## config.mk

```make
export PLATFORM = sky130hd
export DESIGN_NAME = mem_port_arbiter
export DESIGN_NICKNAME = d
export VERILOG_FILES = /design/src/rtl/mem_port_arbiter.sv
export SDC_FILE = /design/constraint.sdc
export NUM_CORES = 1
export LEC_CHECK = 0
export CAP_MARGIN = 20
export CORE_MARGIN = 3
export CORE_UTILIZATION = 36
export DETAILED_ROUTE_END_ITERATION = 12
export GPL_TIMING_DRIVEN = 0
export PLACE_DENSITY = 0.76
export SLEW_MARGIN = 20
export SYNTH_ARGS = -nofsm -noshare
export SYNTH_HDL_FRONTEND = slang
export SYNTH_SLANG_ARGS = --single-unit
export TNS_END_PERCENT = 50
```

## constraint.sdc

```tcl
create_clock -name clk -period 2.8 [get_ports clk]
set_input_delay 0.56 -clock clk [delete_from_list [all_inputs] [get_ports clk]]
set_output_delay 0.56 -clock clk [all_outputs]
set_load 0.02 [all_outputs]
```

## src/rtl/mem_port_arbiter.sv

```systemverilog
`default_nettype none
// ============================================================================
//  Module      : mem_port_arbiter
//  Description : Round-robin arbiter folding two read clients (ifmap, weight)
//                and one write client (compressor) onto a single memory port.
//                In-order read returns are steered back to the issuing read
//                client using a small client-ID FIFO.
//  Revision    : 1.0 - initial release
// ============================================================================
module mem_port_arbiter #(
    parameter int ADDR_W          = 32,
    parameter int DATA_W          = 64,
    parameter int MAX_OUTSTANDING = 4
) (
    input  logic                                 clk,
    input  logic                                 rst_n,

    input  logic                                 ifm_req_valid,
    input  logic [ADDR_W-1:0]                    ifm_req_addr,
    output logic                                 ifm_req_ready,
    output logic                                 ifm_rsp_valid,

    input  logic                                 wgt_req_valid,
    input  logic [ADDR_W-1:0]                    wgt_req_addr,
    output logic                                 wgt_req_ready,
    output logic                                 wgt_rsp_valid,

    input  logic                                 cmp_wr_valid,
    input  logic [ADDR_W-1:0]                    cmp_wr_addr,
    input  logic [DATA_W-1:0]                    cmp_wr_data,
    output logic                                 cmp_wr_ready,

    output logic [DATA_W-1:0]                    rsp_data,

    output logic [ADDR_W-1:0]                    mem_addr,
    output logic [DATA_W-1:0]                    mem_write_data,
    output logic                                 mem_write_valid,
    output logic                                 mem_read_valid,
    input  logic [DATA_W-1:0]                    mem_data,
    input  logic                                 mem_valid,

    output logic [$clog2(MAX_OUTSTANDING):0]     outstanding,
    output logic                                 err_unexpected_rsp
);

    // ------------------------------------------------------------------------
    // Constants
    // ------------------------------------------------------------------------
    localparam int c_CNT_W = $clog2(MAX_OUTSTANDING) + 1;
    // FIFO pointer width is kept at least 1 so a depth-1 FIFO still elaborates.
    localparam int c_PTR_W = (MAX_OUTSTANDING > 1) ? $clog2(MAX_OUTSTANDING) : 1;
    localparam int c_DEPTH = 1 << c_PTR_W;

    localparam logic [c_CNT_W-1:0] c_MAX_CNT = c_CNT_W'(MAX_OUTSTANDING);
    localparam logic [c_CNT_W-1:0] c_CNT_ONE = c_CNT_W'(1);
    localparam logic [c_PTR_W-1:0] c_PTR_ONE = c_PTR_W'(1);

    // Round-robin pointer encoding: the client that has first claim this cycle.
    localparam logic [1:0] c_RR_IFM = 2'd0;
    localparam logic [1:0] c_RR_WGT = 2'd1;
    localparam logic [1:0] c_RR_CMP = 2'd2;

    // Client IDs stored in the read-tag FIFO.
    localparam logic c_ID_IFM = 1'b0;
    localparam logic c_ID_WGT = 1'b1;

    // ------------------------------------------------------------------------
    // Declarations
    // ------------------------------------------------------------------------
    logic [1:0]          r_rr_ptr;
    logic [1:0]          w_rr_ptr_nxt;

    logic                w_ifm_elig;
    logic                w_wgt_elig;
    logic                w_cmp_elig;
    logic                w_gnt_ifm;
    logic                w_gnt_wgt;
    logic                w_gnt_cmp;

    logic                r_id_mem [0:c_DEPTH-1];
    logic [c_PTR_W-1:0]  r_wr_ptr;
    logic [c_PTR_W-1:0]  r_rd_ptr;
    logic [c_CNT_W-1:0]  r_outstanding;
    logic                w_fifo_empty;
    logic                w_push;
    logic                w_push_id;
    logic                w_pop;
    logic                w_pop_id;

    logic [ADDR_W-1:0]   r_mem_addr;
    logic [DATA_W-1:0]   r_mem_write_data;
    logic                r_mem_write_valid;
    logic                r_mem_read_valid;

    logic [DATA_W-1:0]   r_rsp_data;
    logic                r_ifm_rsp_valid;
    logic                r_wgt_rsp_valid;
    logic                r_err_unexpected_rsp;

    // ------------------------------------------------------------------------
    // Eligibility: reads are held off while the tag FIFO is full. The
    // registered count is used on purpose, so a same-cycle pop does not free
    // a slot until the following cycle.
    // ------------------------------------------------------------------------
    assign w_ifm_elig = ifm_req_valid && (r_outstanding < c_MAX_CNT);
    assign w_wgt_elig = wgt_req_valid && (r_outstanding < c_MAX_CNT);
    assign w_cmp_elig = cmp_wr_valid;

    // Round-robin grant selection, searching from the pointer; readys stay low in reset.
    always_comb begin
        w_gnt_ifm = 1'b0;
        w_gnt_wgt = 1'b0;
        w_gnt_cmp = 1'b0;
        if (rst_n) begin
            case (r_rr_ptr)
                c_RR_WGT: begin
                    if (w_wgt_elig)      w_gnt_wgt = 1'b1;
                    else if (w_cmp_elig) w_gnt_cmp = 1'b1;
                    else if (w_ifm_elig) w_gnt_ifm = 1'b1;
                end
                c_RR_CMP: begin
                    if (w_cmp_elig)      w_gnt_cmp = 1'b1;
                    else if (w_ifm_elig) w_gnt_ifm = 1'b1;
                    else if (w_wgt_elig) w_gnt_wgt = 1'b1;
                end
                default: begin
                    if (w_ifm_elig)      w_gnt_ifm = 1'b1;
                    else if (w_wgt_elig) w_gnt_wgt = 1'b1;
                    else if (w_cmp_elig) w_gnt_cmp = 1'b1;
                end
            endcase
        end
    end

    // Pointer advances to the client after the winner; holds when idle.
    always_comb begin
        w_rr_ptr_nxt = r_rr_ptr;
        if (w_gnt_ifm)      w_rr_ptr_nxt = c_RR_WGT;
        else if (w_gnt_wgt) w_rr_ptr_nxt = c_RR_CMP;
        else if (w_gnt_cmp) w_rr_ptr_nxt = c_RR_IFM;
    end

    // Round-robin pointer register.
    always_ff @(posedge clk or negedge rst_n) begin
        if (!rst_n) begin
            r_rr_ptr <= c_RR_IFM;
        end else begin
            r_rr_ptr <= w_rr_ptr_nxt;
        end
    end

    assign ifm_req_ready = w_gnt_ifm;
    assign wgt_req_ready = w_gnt_wgt;
    assign cmp_wr_ready  = w_gnt_cmp;

    // ------------------------------------------------------------------------
    // Read-tag FIFO
    // ------------------------------------------------------------------------
    assign w_push       = w_gnt_ifm | w_gnt_wgt;
    assign w_push_id    = w_gnt_wgt ? c_ID_WGT : c_ID_IFM;
    assign w_fifo_empty = (r_outstanding == '0);
    assign w_pop        = mem_valid && !w_fifo_empty;
    assign w_pop_id     = r_id_mem[r_rd_ptr];

    // Tag storage; contents are meaningless while empty, so no reset needed.
    always_ff @(posedge clk) begin
        if (w_push) begin
            r_id_mem[r_wr_ptr] <= w_push_id;
        end
    end

    // FIFO pointers and occupancy; depth is a power of two so pointers wrap freely.
    always_ff @(posedge clk or negedge rst_n) begin
        if (!rst_n) begin
            r_wr_ptr      <= '0;
            r_rd_ptr      <= '0;
            r_outstanding <= '0;
        end else begin
            if (w_push) r_wr_ptr <= r_wr_ptr + c_PTR_ONE;
            if (w_pop)  r_rd_ptr <= r_rd_ptr + c_PTR_ONE;
            case ({w_push, w_pop})
                2'b10:   r_outstanding <= r_outstanding + c_CNT_ONE;
                2'b01:   r_outstanding <= r_outstanding - c_CNT_ONE;
                default: r_outstanding <= r_outstanding;
            endcase
        end
    end

    assign outstanding = r_outstanding;

    // ------------------------------------------------------------------------
    // Memory-side issue: one cycle after the grant. Address and write data
    // hold their last values while idle.
    // ------------------------------------------------------------------------
    always_ff @(posedge clk or negedge rst_n) begin
        if (!rst_n) begin
            r_mem_addr        <= '0;
            r_mem_write_data  <= '0;
            r_mem_read_valid  <= 1'b0;
            r_mem_write_valid <= 1'b0;
        end else begin
            r_mem_read_valid  <= w_push;
            r_mem_write_valid <= w_gnt_cmp;
            if (w_gnt_ifm) begin
                r_mem_addr <= ifm_req_addr;
            end else if (w_gnt_wgt) begin
                r_mem_addr <= wgt_req_addr;
            end else if (w_gnt_cmp) begin
                r_mem_addr       <= cmp_wr_addr;
                r_mem_write_data <= cmp_wr_data;
            end
        end
    end

    assign mem_addr        = r_mem_addr;
    assign mem_write_data  = r_mem_write_data;
    assign mem_read_valid  = r_mem_read_valid;
    assign mem_write_valid = r_mem_write_valid;

    // ------------------------------------------------------------------------
    // Response steering and the sticky unexpected-response flag.
    // ------------------------------------------------------------------------
    always_ff @(posedge clk or negedge rst_n) begin
        if (!rst_n) begin
            r_rsp_data           <= '0;
            r_ifm_rsp_valid      <= 1'b0;
            r_wgt_rsp_valid      <= 1'b0;
            r_err_unexpected_rsp <= 1'b0;
        end else begin
            if (mem_valid) begin
                r_rsp_data <= mem_data;
            end
            r_ifm_rsp_valid      <= w_pop && (w_pop_id == c_ID_IFM);
            r_wgt_rsp_valid      <= w_pop && (w_pop_id == c_ID_WGT);
            r_err_unexpected_rsp <= r_err_unexpected_rsp || (mem_valid && w_fifo_empty);
        end
    end

    assign rsp_data           = r_rsp_data;
    assign ifm_rsp_valid      = r_ifm_rsp_valid;
    assign wgt_rsp_valid      = r_wgt_rsp_valid;
    assign err_unexpected_rsp = r_err_unexpected_rsp;

endmodule
`default_nettype wire

```

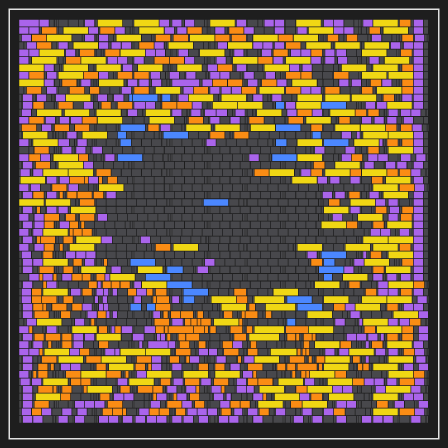
(run_1/cell_classes.png)
Fill, decap, tap and diode cells in gray.
| class | color | cells |
|---|---|---|
| all other logic | orange | 317 |
| flops | yellow | 178 |
| clock drivers and dummy loads | blue | 31 |
| other buffers and delay cells | purple | 441 |

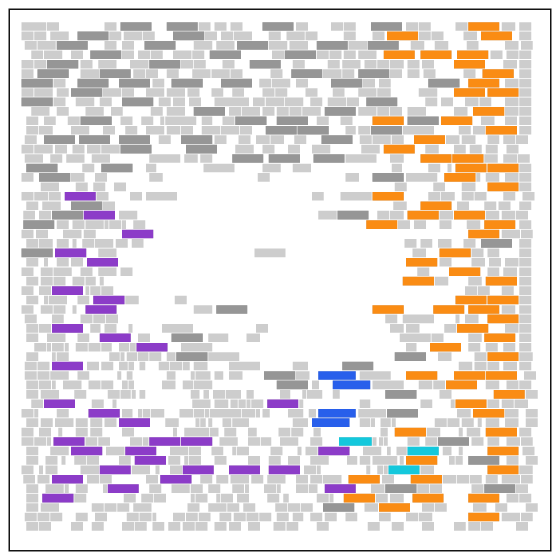
(run_1/registers.png)
Other sequential cells in the stronger gray, the rest of the logic in the fainter gray.
| signal | color | placed flops |
|---|---|---|
| `rsp_data` | orange | 64 |
| `mem_addr` | purple | 32 |
| `outstanding` | cyan | 3 |
| `r_id_mem` | blue | 4 |
not colored: 75

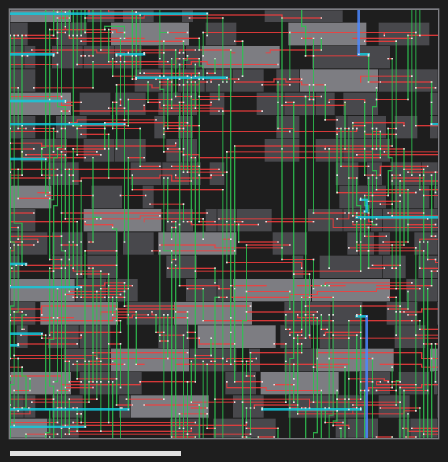
(run_1/zoom.png)
Scale bar: 20 µm. Window x 14 to 64, y 14 to 64 µm. Cells in gray, sequential cells in the stronger gray; small squares are vias.
| layer | color |
|---|---|
| met4 | blue |
| met2 | green |
| met1 | red |
| met3 | cyan |
sequential cells in the window: 20
most frequent: clkdlybuf4s50_1 (28), dfrtp_1 (20), a2111oi_1 (16)
netlist names of flops here include: `mem_addr` (18), `r_rr_ptr` (2)
cells with their middle in the window: 147

==> run 1: critical path: stages, from the launching register on <==
cell           delay [ns]
dfrtp_1              0.40
inv_2                0.06
ha_4                 0.26
o311a_1              0.34
o211ai_2             0.17
inv_4                0.17
dlygate4sd2_1        0.36
==> run 1: path summary, 6_finish.rpt <==
kind / slack (ns) / depth (start not counted) / to
max: 0.05 / 6 / cmp_wr_ready
min: 0.02 / 1 / mem_write_data[5]
max reg2reg: 0.13 / 12 / outstanding[2]
min reg2reg: 0.47 / 1 / err_unexpected_rsp
max in group asynchronous: 1.89 / 2 / ifm_rsp_valid
min in group clk: 0.47 / 1 / err_unexpected_rsp
==> run 1: final cells by class <==
class                   instances  area share
repair buffers                406      0.3108
multi-input cells             273      0.2456
inverters                      44     0.01319
plain buffers                  35     0.01873
clock inverters                13     0.01023
well taps                     280     0.02676
flip-flops and latches        178      0.3419
clock buffers                  18     0.03278
==> run 1: routing by layer <==
layer | global-route usage | vias to the layer above
li1 | - | 2791
met1 | 0.2334 | 2973
met2 | 0.3476 | 282
met3 | 0.07517 | 31
met4 | 0.05919 | 0
met5 | 0 | -
==> run 1: registers in the layout, indices dropped and copies added (netlist names) <==
name / cells
mem_write_data: 64
rsp_data: 64
mem_addr: 32
r_id_mem: 4
outstanding: 3
r_rd_ptr: 2
r_rr_ptr: 2
r_wr_ptr: 2
err_unexpected_rsp: 1
ifm_rsp_valid: 1
mem_read_valid: 1
mem_write_valid: 1
wgt_rsp_valid: 1
==> run 1: kinds of logic after synthesis <==
logic type,share of synthesized area
multiplexers,0.2504
XOR/XNOR,0.006513
AND-OR/OR-AND,0.1068
adder cells (fa/ha/maj),0.01334
flip-flops,0.5545
buffers and inverters,0.05039
AND/OR/NAND/NOR,0.01799
==> reports/results.txt, run 1 <==
Outcome: finished, final reports clean
Post-DP HPWL: 19.10 mm
Syn_nets: 771
Worst hold margin: 0.02431 ns
CTS clock-pin slew for the worst setup and hold paths: 0.08 ns
Clk pwr share: 0.184
RSZ-0062 raised after global routing: true
Final WL: 24.89 mm
Tot Pwr: 0.01259 W
M1 wire length: 9.610 mm
Synth Cell Area: 0.008069 mm²
Yosys Chip Area: 0.008069 mm²
Fin worst setup slack: 0.05471 ns
Row cnt: 54
Skew final: 0.01921 ns
Pwr/cell area: 962.0 mW/mm²
FP Core Util: 0.3686
Tot GR Track Use: 0.2008
Fin util: 0.5980
Sequential Area: 0.004476 mm²
Setup violators final: 0
Vias: 6077
CTS root buf: clkbuf_16
Vias in the first global route: 6649
Post-Place Cells: 1214
Startpoint types: flip-flop
Chip area: 0.02425 mm²
Routability cong.: 0.7647
Core region area: 0.02189 mm²
Pins Over Slew Limit: 0
Clk buf depth: 2
Wire length on met2: 12.49 mm
Endpoints failing hold: 0
Non-Filler Instances: 1247
Synth top area cells: dfrtp_1, mux2_4, mux2_2
Seq pwr: 0.00404 W
Most frequent cell after synthesis: dfrtp_1
Synth Warn #: 0
==> run_1/final_placement.png <==
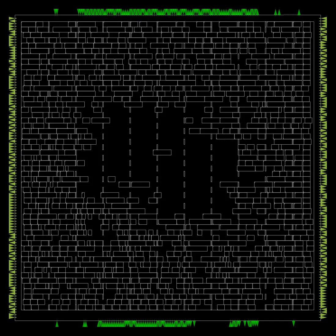

==> run 2: changes to the inputs <==
--- a/config.mk
+++ b/config.mk
@@ -9,8 +9,8 @@
 export CORE_MARGIN = 3
 export CORE_UTILIZATION = 36
 export DETAILED_ROUTE_END_ITERATION = 12
+export DONT_BUFFER_PORTS = 1
 export GPL_TIMING_DRIVEN = 0
-export PLACE_DENSITY = 0.76
 export SLEW_MARGIN = 20
 export SYNTH_ARGS = -nofsm -noshare
 export SYNTH_HDL_FRONTEND = slang
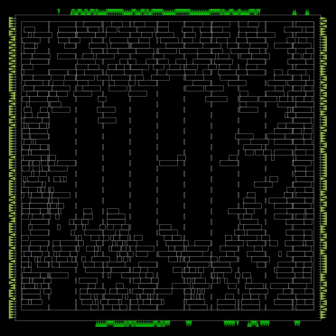
(run_2/final_placement.png)
# Taps: 280
core region area: 0.02189 mm²
flop share of the area: 0.4920
num sequential: 178
row cnt: 54

==> reports/results.txt, run 2 <==
Skew final: 0.01399 ns
Startpoint types: flip-flop
Tot GR Track Use: 0.1651
Top logic family: multiplexers
Vias in the first global route: 5201
Final WL: 20.82 mm
RR Endpoint: outstanding[2]
Most frequent cell after synthesis: dfrtp_1
Non-Filler Instances: 847
Outcome: finished, violations left
Fin util: 0.4156
Pwr/cell area: 1176 mW/mm²
Post-DP HPWL: 16.16 mm
Synth Warn #: 0
CTS clock-pin slew for the worst setup and hold paths: 0.08 ns
Synth Cell Area: 0.008069 mm²
Pins Over Slew Limit: 0
Routability cong.: 0.7680
DR pass1 iterations: 4
Post-Place Cells: 813
CTS root buf: clkbuf_16
Worst hold margin: -0.1706 ns
Yosys Chip Area: 0.008069 mm²
Initial antenna violation count: 0
FP Core Util: 0.3686
Clk buf depth: 2
FF-to-FF setup slack: 0.14 ns
CP Cell Sequence: inv_2 -> ha_4 -> nor2b_1 -> a311o_2 -> a21o_1 -> buf_6 -> inv_1 -> ha_2 -> inv_1 -> fa_2 -> xor2_1 -> nor2_1 -> xor2_1
Tot Pwr: 0.01070 W
Setup violators final: 0
Synth top area cells: dfrtp_1, mux2_4, mux2_2
Endpoints failing hold: 174
Adder Share, Synth: 0.01334
Vias: 4574
Clk_lat worst skew: 0.42 ns
Reg2reg path depth: 13
Mux area share: 0.2504
Chip area: 0.02425 mm²
Xor/xnor share: 0.006513
Violated checks: hold timing
Syn_nets: 771
-- run 2: timing repair --
item | 4_1_cts | 5_1_grt
buffers inserted | 1 | 1
hold endpoints to repair | 174 | 174
setup endpoints to repair | 4 | 3
resized | 7 | 5
pin swaps | 0 | 4
-- run 2: where the power goes --
part,total [W],switching [W],internal (W)
clock,0.00248,0.00116,0.00132
combinational,0.00290,0.00126,0.00164
sequential,0.00532,0.00185,0.00348
-- run 2: worst max path at each step --
stage	startpoint	endpoint	slack (ns)	cells after the start
floorplan	r_rr_ptr[0]	outstanding[2]	0.19	15
global placement	r_rr_ptr[0]	outstanding[2]	-0.05	15
detailed placement	r_rr_ptr[0]	outstanding[2]	-0.12	15
CTS	r_rr_ptr[0]	outstanding[2]	0.02	13
global route	r_rr_ptr[0]	outstanding[2]	-0.005	15
finish	r_rr_ptr[0]	outstanding[2]	0.14	13
-- run 2: worst max-delay path: cells and delay by family, from the launching register on --
kind | cells | cell delay (ns)
simple gates | 2 | 0.26
flops | 1 | 0.39
buf+inv | 4 | 0.30
compound gates | 2 | 0.63
fa+ha+maj | 3 | 0.66
xor+xnor | 2 | 0.33
-- run 2: area by class of cell --
class / count / area [µm²]
multi-input cells: 273 / 3207
clock inverters: 14 / 187.7
repair buffers: 2 / 15.01
clock buffers: 18 / 439.2
flip-flops and latches: 178 / 4476
well taps: 280 / 350.3
fillers: 1992 / 12790
inverters: 44 / 170.2
plain buffers: 38 / 252.7
-- run 2: metal layers --
metal | routed length (µm) | vias to the layer above | track usage
met3 | 1744 | 15 | 0.05160
met2 | 11440 | 269 | 0.3111
met4 | 201 | 0 | 0.04168
met5 | 0 | - | 0
met1 | 7441 | 2300 | 0.1793
li1 | - | 1990 | -
==> run_2/wire_density.png <==
Scale bar: 50 µm. The die is cut into 31 by 31 equal tiles; black is low, pale yellow is high, scaled to the fullest tile. Values are wire area over tile area, all layers added.
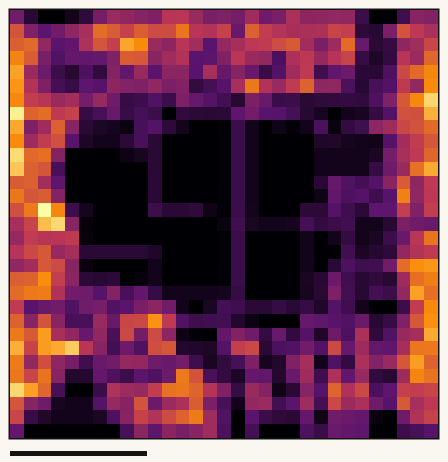

==> run 3: changes to the inputs <==
--- a/config.mk
+++ b/config.mk
@@ -11,6 +11,7 @@
 export DETAILED_ROUTE_END_ITERATION = 12
 export DONT_BUFFER_PORTS = 1
 export GPL_TIMING_DRIVEN = 0
+export PLACE_DENSITY = 0.52
 export SLEW_MARGIN = 20
 export SYNTH_ARGS = -nofsm -noshare
 export SYNTH_HDL_FRONTEND = slang
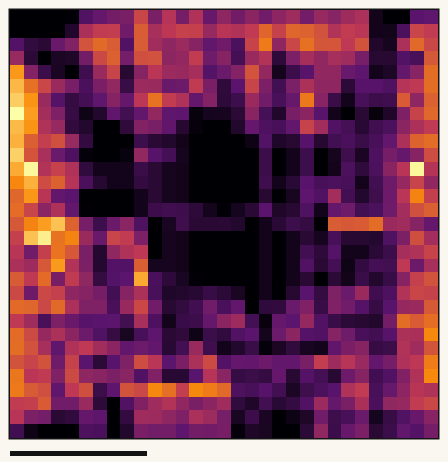
(run_3/wire_density.png)
Scale bar: 50 µm. The die is cut into 31 by 31 equal tiles; black is low, pale yellow is high, scaled to the fullest tile. Values are wire area over tile area, all layers added.
emptiest ninth of the die: center
fullest tile: 0.51
tiles over half the peak: 18%
mean over tiles: 0.15
final WL: 21.60 mm
routed wire length per instance: 25.30 µm
Tot GR Track Use: 0.1696

==> reports/results.txt, run 3 <==
Outcome: finished, violations left
Violated checks: hold timing
CP top delay family: AND-OR/OR-AND gates
Pins Over Slew Limit: 0
DR iter-0 viols: 211
Share of cells above drive strength 1: 0.3986
Vias in the first global route: 5128
Yosys aoi share: 0.1068
Peak supply drop: 0.4826 mV
Post-CTS sizing: 7
Routability cong.: 0.8074
Port Buffers: 0
Xor/xnor share: 0.006513
Maxcap violations: 0
Worst EP arrival: 2.98 ns
TritonCTS clock tree: built
Design area: 0.009092 mm²
Comb pwr share: 0.279
Setup violators final: 0
Simple Share, Synth: 0.01799
Synth Cell Area: 0.008069 mm²
Tool warnings: 35
Row cnt: 54
Startpoint types: flip-flop
Largest net degree at the start of global routing: 178
Clk buf depth: 2
Top logic family: multiplexers
Dominant flop cell: dfrtp_1
WP data required: 3.14 ns
Most frequent cell after synthesis: dfrtp_1
Adder Share, Synth: 0.01334
Switching pwr: 0.004273 W
Routing usage on met1: 0.1840
Met3 Usage GRT: 0.06657
Synth area leader: dfrtp_1
Ys async rst share: 0.9775
Reg power frac: 0.502
Fin util: 0.4154
Critical path buffer and inverter count: 3
CP Cell Sequence: nand2b_4 -> a311o_2 -> a21o_1 -> buf_6 -> inv_1 -> ha_1 -> inv_1 -> fa_1 -> xor2_1 -> nor2_1 -> xor2_1
Skew final: 0.01296 ns
Gr busiest metal: met2
# Cells Yosys: 533
Post-DP HPWL: 16.51 mm
Fin worst setup slack: 0.1665 ns
FP Core Util: 0.3686
CP max stage cell: dfrtp_2
Core region area: 0.02189 mm²
DR pass1 iterations: 4
CTS clock-pin slew for the worst setup and hold paths: 0.07 ns
CTS root buf: clkbuf_16
Pwr/cell area: 1168 mW/mm²
Cells after Synth: 533
Endpoints failing hold: 174
Cts bufs inserted: 17
Synth Seq Share: 0.5545
Synth top area cells: dfrtp_1, mux2_4, mux2_2
Number of different library cells in the post-synthesis netlist: 42
Tot Pwr: 0.01062 W
RSZ-0062 raised after global routing: true
CP max stage delay: 0.52 ns
Hold Path Class: input pin to asynchronous set/reset pin
Chip area: 0.02425 mm²
Switching part of the total: 0.4022
Clk pwr share: 0.218
Vias: 4560
Final ANT Viol Nets: 0
Post-CTS Setup Bufs: 0
# nets final: 797
Int Pwr: 0.006351 W
Commonest Layout Cell: dfrtp_1
Clk_lat worst skew: 0.42 ns
Worst hold margin: -0.1725 ns
Syn_nets: 771
Mux area share: 0.2504
Most instantiated logic cells after routing: dfrtp_1, mux2_2, mux2_4
Ys flops: 178
Synth Warn #: 0
Initial antenna violation count: 3
CTS H-Tree Depth: 4
Yosys Chip Area: 0.008069 mm²
Crit path launch: outstanding[2]
Non-Filler Instances: 854
Routing usage on met2: 0.3014
Post-Place Cells: 813
-- run 3: path summary, 6_finish.rpt --
| check | to | slack (ns) | depth (start not counted) |
|---|---|---|---|
| max in group asynchronous | r_rr_ptr[0] | 2.76 | 0 |
| max | outstanding[2] | 0.17 | 11 |
| min reg2reg | r_rd_ptr[1] | 0.49 | 1 |
| min | rsp_data[26] | -0.17 | 0 |
| min in group clk | mem_addr[8] | 0.27 | 2 |
| max reg2reg | outstanding[2] | 0.17 | 11 |
-- run 3: per-layer routing --
layer	wire length [µm]	vias up
li1	-	1998
met5	19	-
met1	7664	2277
met2	11410	259
met3	2028	24
met4	484	2
-- run 3: kinds of logic (layout without fill, tap and decap cells) --
kind of cell               Yosys count  count (layout)
other                                0               2
xor gates and xnor gates             6               6
AOI/OAI and AO/OA                   74              74
adders and majority gates            8               8
and+or+nand+nor                     23              23
buffers and inverters               82             121
muxes                              162             162
DFF                                178             178
-- run 3: power groups by stage --
| stage | logic, W | registers, W | clock network (W) |
|---|---|---|---|
| final | 0.00297 | 0.00533 | 0.00232 |
| after global routing | 0.00322 | 0.00544 | 0.00250 |
| after CTS | 0.00293 | 0.00537 | 0.00240 |
| after detailed placement | 0.00288 | 0.00540 | 0 |
| after global placement | 0.00278 | 0.00539 | 0 |
| after floorplan | 0.00244 | 0.00503 | 0 |
-- run 3: final cells by class --
type / count / area (µm²)
Tap cell: 280 / 350.3
Antenna cell: 2 / 5.005
Fill cell: 1986 / 12800
Inverter: 44 / 172.7
Multi-Input combinational cell: 273 / 3204
Clock inverter: 14 / 136.4
Sequential cell: 178 / 4476
Buffer: 38 / 256.5
Timing Repair Buffer: 7 / 52.55
Clock buffer: 18 / 439.2
Power and IR drop assume default switching activity.
